### Sequential cells coloured by netlist name

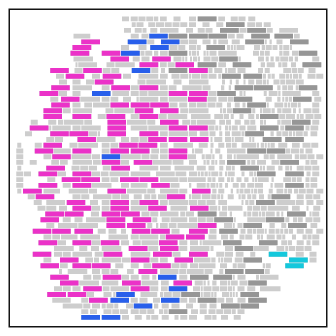
### Clock wiring as the flow saved it

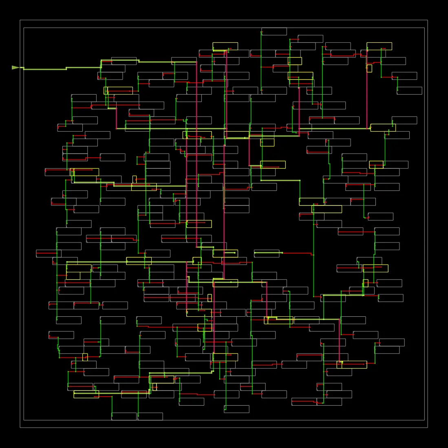
### I/O pins on the die edge

Pins as bars across the die edge, other pins in grey.
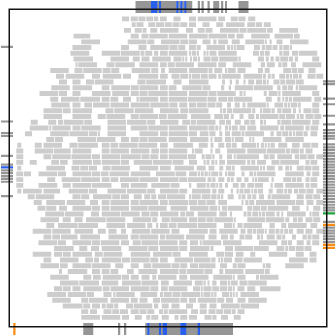
Design simple_ctrl, sky130hd; sources not shown.
==> Changelog: implementation <==
### Implementation results

- Status: finished, final reports clean
- Hold Buf Count CTS: 0
- Post-route non-filler standard cell count: 1,368
- CP max FO: 34
- Total CTS buffers: 23
- Worst setup EP type: output port
- Logic area: 0.00662 mm2
- Synth area leader: dfrtp_1
- Vias: 9,086
- Routed Antenna Nets: 0
- Min Tclk post-route: 3.97 ns
- Number of flip-flops in the largest register: 128
- R2R depth: 6
- Init Core Util: 58.6%
- RSZ-0062 raised after global routing: false
- Root buf cell: clkbuf_16
- Post-synth seq share: 43.5%
- Clock slew at the register clock pins of the worst setup and hold paths: 0.06 ns
- Core Area: 0.0212 mm2
- Final nets: 1,155
- Ys async rst share: 100%
- Post-synth net total: 1,014
- Yosys stat chip area: 0.0124 mm2
- DRC Markers: 0
- Via density: 6.64
- Max Buffers Root-to-Sink: 3
- Critical Path RT: 4.34 ns
- Log Warnings: 27
- Post-CTS resize count: 0
- Post-synth top flop: dfrtp_1
- Tcrit/Tclk final: 77.8%
- Setup TNS: 0 ns
- Layout area overhead: 19.9%
- Late-Pin Clk Latency: 0.52 ns
Notes on 'Sequential cells coloured by netlist name' above:
- cyan: flags_q (sequential cells 3)
- blue: out_data (sequential cells 16)
- magenta: u_rf/g_reg.word_q (sequential cells 128)
- not coloured: 69
Reg area: 0.00541 mm2
Power Sequential: 2.95 mW
Finished Core Util: 70.3%
Seq area share: 36.2%

Notes on 'Clock wiring as the flow saved it' above:
Worst Clk Skew: 0.0134 ns
clock buffer count: 35
Clock Sinks: 216
Flops: 216

Notes on 'I/O pins on the die edge' above:
- blue: out_data (pins 16; direction output; edge 8 bottom, 7 top, 1 left)
- orange: calc_code (pins 4; direction input; edge 3 right, 1 bottom)
- green: mem_we (pins 1; direction output; edge right)
Die Width: 150 um
PortBufs: 151
Vert. Die Dim: 150 um

[layout make-up]
class	instances	area share, %
inverters	11	0.302
repair buffers	178	11.8
well taps	275	2.31
clock inverters	6	0.394
clock buffers	35	4.50
flip-flops and latches	216	36.2
multi-input cells	647	44.4
[cells by family after synthesis]
logic type               share of synthesized area [%]
AND-OR/OR-AND                                     5.86
XOR/XNOR                                          2.04
adder cells (fa/ha/maj)                           2.53
buffers and inverters                             3.77
flip-flops                                        43.5
multiplexers                                      34.0
AND/OR/NAND/NOR                                   8.38
[layout by cell type, fill, tap and decap left out, types with 10 or more instances in the layout]
cell	instances
and3_1	17
mux4_2	18
xnor2_1	12
mux2_2	220
mux2_1	10
mux4_1	46
o21ai_0	35
dfrtp_1	216
nor2_1	46
xor2_1	17
ha_1	22
nor2b_1	18
a21o_1	10
buf_4	23
nand2_1	38
o22ai_1	16
clkbuf_16	23
a21oi_1	25
clkdlybuf4s50_1	151
[critical path, cell delays in order, from the launching register on]
cell	delay [ns]
dfrtp_1	0.43
buf_4	0.51
mux4_1	0.66
mux2_2	0.33
and3_1	0.18
clkdlybuf4s50_1	0.56
[routing by layer]
layer  share of wire, %  up-vias  GRT usage, %  routed length (um)
met3                8.8      122          6.68                3050
li1                   -     3837             -                   -
met1                 38     4650          39.0               13100
met4                4.3        0          14.7                1510
met2                 49      477          53.1               17100
met5                  0        -             0                   0
[per-stage QoR]
step | area (um2) | power (mW)
finish | 14900 | 10.3
global route | 14900 | 10.7
CTS | 14900 | 10.2
detailed placement | 14200 | 8.48
global placement | 14100 | 8.21
floorplan | 12400 | 6.59
[report_power, final]
part	switching, mW	internal (mW)
Clock	0.686	0.955
Combinational	2.99	2.71
Sequential	0.610	2.34
Total	4.28	6.01
Power and IR drop assume default switching activity.
